[config.mk]
export PLATFORM = sky130hd
export DESIGN_NAME = spi_slave_rx
export DESIGN_NICKNAME = d
export VERILOG_FILES = /design/src/rtl/spi_pkg.sv /design/src/rtl/spi_sync_edge.sv /design/src/rtl/spi_slave_rx.sv
export SDC_FILE = /design/constraint.sdc
export NUM_CORES = 1
export LEC_CHECK = 0
export CORE_ASPECT_RATIO = 2
export CORE_UTILIZATION = 40
export DETAILED_ROUTE_END_ITERATION = 10
export GPL_TIMING_DRIVEN = 0
export PLACE_DENSITY_LB_ADDON = 0.08
export SLEW_MARGIN = 15
export SYNTH_ARGS = -nofsm -noshare
export SYNTH_HDL_FRONTEND = slang
export SYNTH_SLANG_ARGS = --single-unit
[constraint.sdc]
create_clock -name clk -period 3.3 [get_ports clk]
set_clock_uncertainty 0.15 [all_clocks]
set_input_delay 0.66 -clock clk [delete_from_list [all_inputs] [get_ports clk]]
set_output_delay 0.66 -clock clk [all_outputs]
set_load 0.01 [all_outputs]
[src/rtl/spi_pkg.sv]
// rtl/spi_pkg.sv - shared state encoding and frame constants for the SPI slave receiver
package spi_pkg;

  typedef enum logic [1:0] {
    IDLE  = 2'd0,
    SHIFT = 2'd1,
    END   = 2'd2
  } state_t;

  localparam int BITS_PER_FRAME = 8;
  localparam int CNT_W          = 4;

endpackage

[src/rtl/spi_sync_edge.sv]
// rtl/spi_sync_edge.sv - multi-flop synchronizer with history flop and edge detect
module spi_sync_edge #(
  parameter int   SYNC_STAGES = 2,
  parameter logic RESET_VAL   = 1'b0
) (
  input  logic clk,
  input  logic rst_n,
  input  logic d,
  output logic q,
  output logic q_hist,
  output logic fall,
  output logic rise
);

  logic [SYNC_STAGES-1:0] sync;

  always_ff @(posedge clk or negedge rst_n) begin
    if (!rst_n) begin
      sync   <= {SYNC_STAGES{RESET_VAL}};
      q_hist <= RESET_VAL;
    end else begin
      sync   <= {sync[SYNC_STAGES-2:0], d};
      q_hist <= sync[SYNC_STAGES-1];
    end
  end

  assign q    = sync[SYNC_STAGES-1];
  assign fall = ~q & q_hist;
  assign rise = q & ~q_hist;

endmodule

[src/rtl/spi_slave_rx.sv]
// rtl/spi_slave_rx.sv - CPOL=0 SPI slave: byte receive, word pairing, reply shift-out
module spi_slave_rx
  import spi_pkg::*;
#(
  parameter int SYNC_STAGES = 2
) (
  input  logic        clk,
  input  logic        rst_n,
  input  logic        sclk,
  input  logic        mosi,
  input  logic        cs,
  output logic        miso,
  input  logic [7:0]  tx_byte,
  output logic [7:0]  rx_byte,
  output logic        byte_valid,
  output logic [15:0] rx_word,
  output logic        rx_valid,
  output logic        frame_err
);

  logic sclk_q, sclk_hist, sclk_fall, sclk_rise;
  logic mosi_q, mosi_hist, mosi_fall, mosi_rise;
  logic cs_q, cs_hist, cs_fall, cs_rise;

  spi_sync_edge #(.SYNC_STAGES(SYNC_STAGES), .RESET_VAL(1'b0)) u_sclk (
    .clk(clk), .rst_n(rst_n), .d(sclk),
    .q(sclk_q), .q_hist(sclk_hist), .fall(sclk_fall), .rise(sclk_rise)
  );
  spi_sync_edge #(.SYNC_STAGES(SYNC_STAGES), .RESET_VAL(1'b0)) u_mosi (
    .clk(clk), .rst_n(rst_n), .d(mosi),
    .q(mosi_q), .q_hist(mosi_hist), .fall(mosi_fall), .rise(mosi_rise)
  );
  spi_sync_edge #(.SYNC_STAGES(SYNC_STAGES), .RESET_VAL(1'b1)) u_cs (
    .clk(clk), .rst_n(rst_n), .d(cs),
    .q(cs_q), .q_hist(cs_hist), .fall(cs_fall), .rise(cs_rise)
  );

  logic unused_ok;
  assign unused_ok = &{1'b0, sclk_q, sclk_hist, sclk_rise, mosi_q, mosi_fall, mosi_rise, cs_q, cs_hist};

  // The cs pipeline resets to idle-high; until real input has flushed through it, a
  // low cs at release would look like a fresh fall, so starts are held off that long.
  logic [SYNC_STAGES:0] warm;
  logic                 start;

  state_t           state, state_n;
  logic [7:0]       tx_shift, rx_shift, rx_byte_q, low_hold;
  logic [15:0]      rx_word_q;
  logic [CNT_W-1:0] bit_cnt;
  logic             phase, good;

  assign start = cs_fall & warm[SYNC_STAGES];

  always_comb begin
    state_n = state;
    case (state)
      IDLE:    if (start) state_n = SHIFT;
      SHIFT:   if (cs_rise) state_n = END;
      END:     state_n = start ? SHIFT : IDLE;
      default: state_n = IDLE;
    endcase
  end

  assign good       = (state == END) && (bit_cnt == CNT_W'(BITS_PER_FRAME));
  assign byte_valid = good;
  assign rx_valid   = good & phase;
  assign frame_err  = (state == END) & ~good;
  assign rx_byte    = good ? rx_shift : rx_byte_q;
  assign rx_word    = rx_valid ? {rx_shift, low_hold} : rx_word_q;
  assign miso       = (state == SHIFT) & tx_shift[7];

  always_ff @(posedge clk or negedge rst_n) begin
    if (!rst_n) begin
      warm      <= '0;
      state     <= IDLE;
      tx_shift  <= '0;
      rx_shift  <= '0;
      rx_byte_q <= '0;
      low_hold  <= '0;
      rx_word_q <= '0;
      bit_cnt   <= '0;
      phase     <= 1'b0;
    end else begin
      warm  <= {warm[SYNC_STAGES-1:0], 1'b1};
      state <= state_n;

      if (state_n == SHIFT && state != SHIFT) begin
        tx_shift <= tx_byte;
        rx_shift <= '0;
        bit_cnt  <= '0;
      end else if (state == SHIFT && sclk_fall) begin
        // mosi history lines up with the last high sclk sample
        rx_shift <= {rx_shift[6:0], mosi_hist};
        tx_shift <= {tx_shift[6:0], 1'b0};
        if (bit_cnt != '1) bit_cnt <= bit_cnt + 1'b1;
      end

      if (state == END) begin
        if (!good) begin
          phase <= 1'b0;
        end else if (!phase) begin
          rx_byte_q <= rx_shift;
          low_hold  <= rx_shift;
          phase     <= 1'b1;
        end else begin
          rx_byte_q <= rx_shift;
          rx_word_q <= {rx_shift, low_hold};
          phase     <= 1'b0;
        end
      end
    end
  end

endmodule

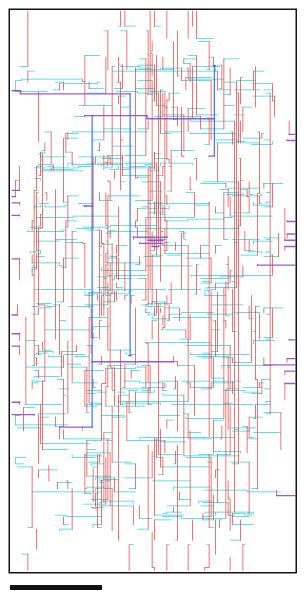
(signal wires by layer)
Scale bar: 20 um.
Key: red = metal 2 [wire length 2920 um]; cyan = metal 1 [wire length 2030 um]; purple = metal 3 [wire length 154 um]; blue = metal 4 [wire length 145 um]
Total GRT Usage: 15.68%
DRT Wirelength: 5247 um
WL/cell: 14.18 um
via count: 1831

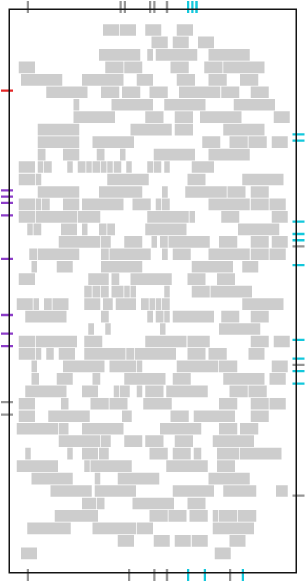
(I/O pins on the die edge)
Pins as bars across the die edge, other pins in gray.
Key: red = clk [pins 1, direction input, edge west]; purple = tx_byte [pins 8, direction input, edge west]; cyan = rx_word [pins 16, direction output, edge 10 east, 3 north, 3 south]
All pins by edge: 13 east, 11 west, 9 north, 8 south.

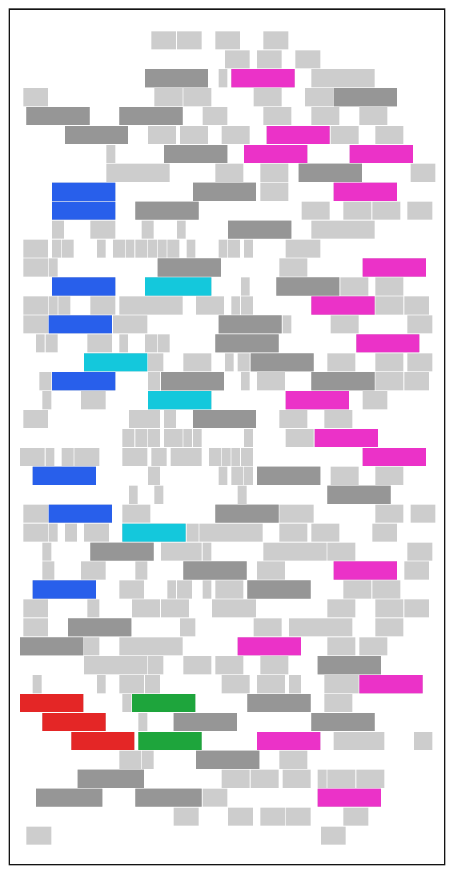
(sequential cells grouped by signal name)
Other sequential cells in the stronger gray, the rest of the logic in the fainter gray.
Key: red = warm [placed flops 3]; blue = tx_shift [placed flops 8]; magenta = rx_word_q [placed flops 16]; green = state [placed flops 2]; cyan = bit_cnt [placed flops 4]
Another 34 sequential cells are not colored.
Final Core Density: 53.38%
Seq area share: 45.04%
Flop area: 1682 um^2
Seq. pwr: 975 uW

==> metrics.cfg <==
[place]
pre_cts_slack_ps=306.4
dp.cells=354
io_buffers=40
place_hpwl_um=3690
placed_area_um2=3443

[route]
drcViolationCount=0
firstDrtPassIters=4
wl_met2_um=2915
antenna_left=0
maxUsedRoutingLayer=met4
drtIter0Drc=86

[cells_and_area]
signal_buffers=52
antenna_cells=0
n_fill_cell=644
nClkBuffers=14
nets=290
layout.nonclk_buf_share_pct=13.30
drive_above_1_share_pct=32.14
flops=67
layout.area.comb_um2=1132
stdcell_area_um2=3734
final_layout_top_logic_cells=dfrtp_1, mux2_2, clkdlybuf4s50_1
lay_top_count=dfrtp_1
area_share_clock_buf_inv_pct=7.607

[setup_path]
r2r-end=bit_cnt[0]
reg2regPathDepth=4
critPathMaxStageDelay_ps=490
crit_fanout=10
cp-endpoint=rx_byte[3]
crit_required_ps=2490
endpoint_kind=output port
critPathLaunch=bit_cnt[0]
worstPathArrival_ps=2380
path_cells=inv_1, ha_1, and4bb_4, nand2_4, buf_6, mux2_2, clkdlybuf4s50_1
crit_cells=7

[synth]
yosys_cells=223
yosys_warnings=0
ys_sh_simple_pct=9.064
synthArstFlopShare_pct=100.0
yosysTopAreaCellShare_pct=54.98
edf_count=0
ys.flop_type=dfrtp_1
ys_sh_mux_pct=24.44
yosysMostFrequentCell=dfrtp_1
synthesis.nets=238
synth_chip_area_um2=2913
syn_avg_cell_area_um2=13.06

[cts]
clk_latency_ps=330
cts_hold_buf=0
htreeDepth=3
cts_buffer_depth=2
cts-resized-gates=1
cts_tree=yes
path_clk_slew_ps=50

[die]
rows=43
die_h_um=122.7
chipArea_um2=7648
design.core.area_um2=6994
io_pins=41
dieWidth_um=62.34

[power]
pwr-share-seq_pct=47.8
swShare_pct=23.41
combPwrFrac_pct=8.9
pg_clk_uw=885
netSwitchingPower_uw=477.8
pwr-share-clk_pct=43.4
power_leakage_uw=0.001770

[run]
warning_count=27
drv_cap=0

[grt]
grt_pass1_vias=1843
grt_pass1_wl_um=8942
grt_max_degree=41

[final_timing]
fmax_mhz=313.3
rsz0062_at_grt=no
period_used_pct=96.74
maxSlewViolCount=0
setup_viol=0
hold_viol=0
fin_hold_ws_ps=101.1

[status]
status=complete, no violations

[min_path]
hp-class=input pin to async pin

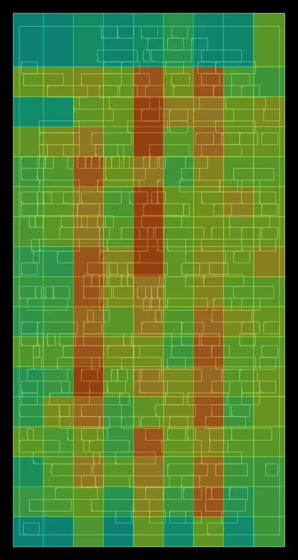
(congestion heat map)
met1 GRT Util: 16.92%
GRT busiest layer: met2
GR Util met2: 27.54%
met3 Use GR: 3.160%

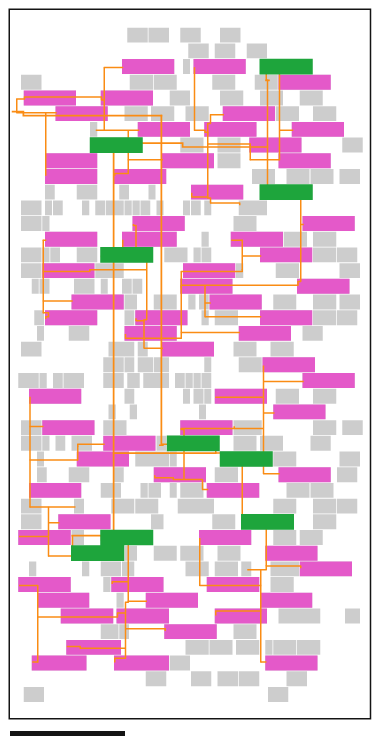
(clock wires, drivers and flops)
Scale bar: 20 um.
Key: orange = clock wires [length 874 um]; green = clock drivers [count 9]; magenta = flip-flops [count 67]
There are 10 routed clock nets. Position of the flops: all over the die.

Power and IR drop assume default switching activity.
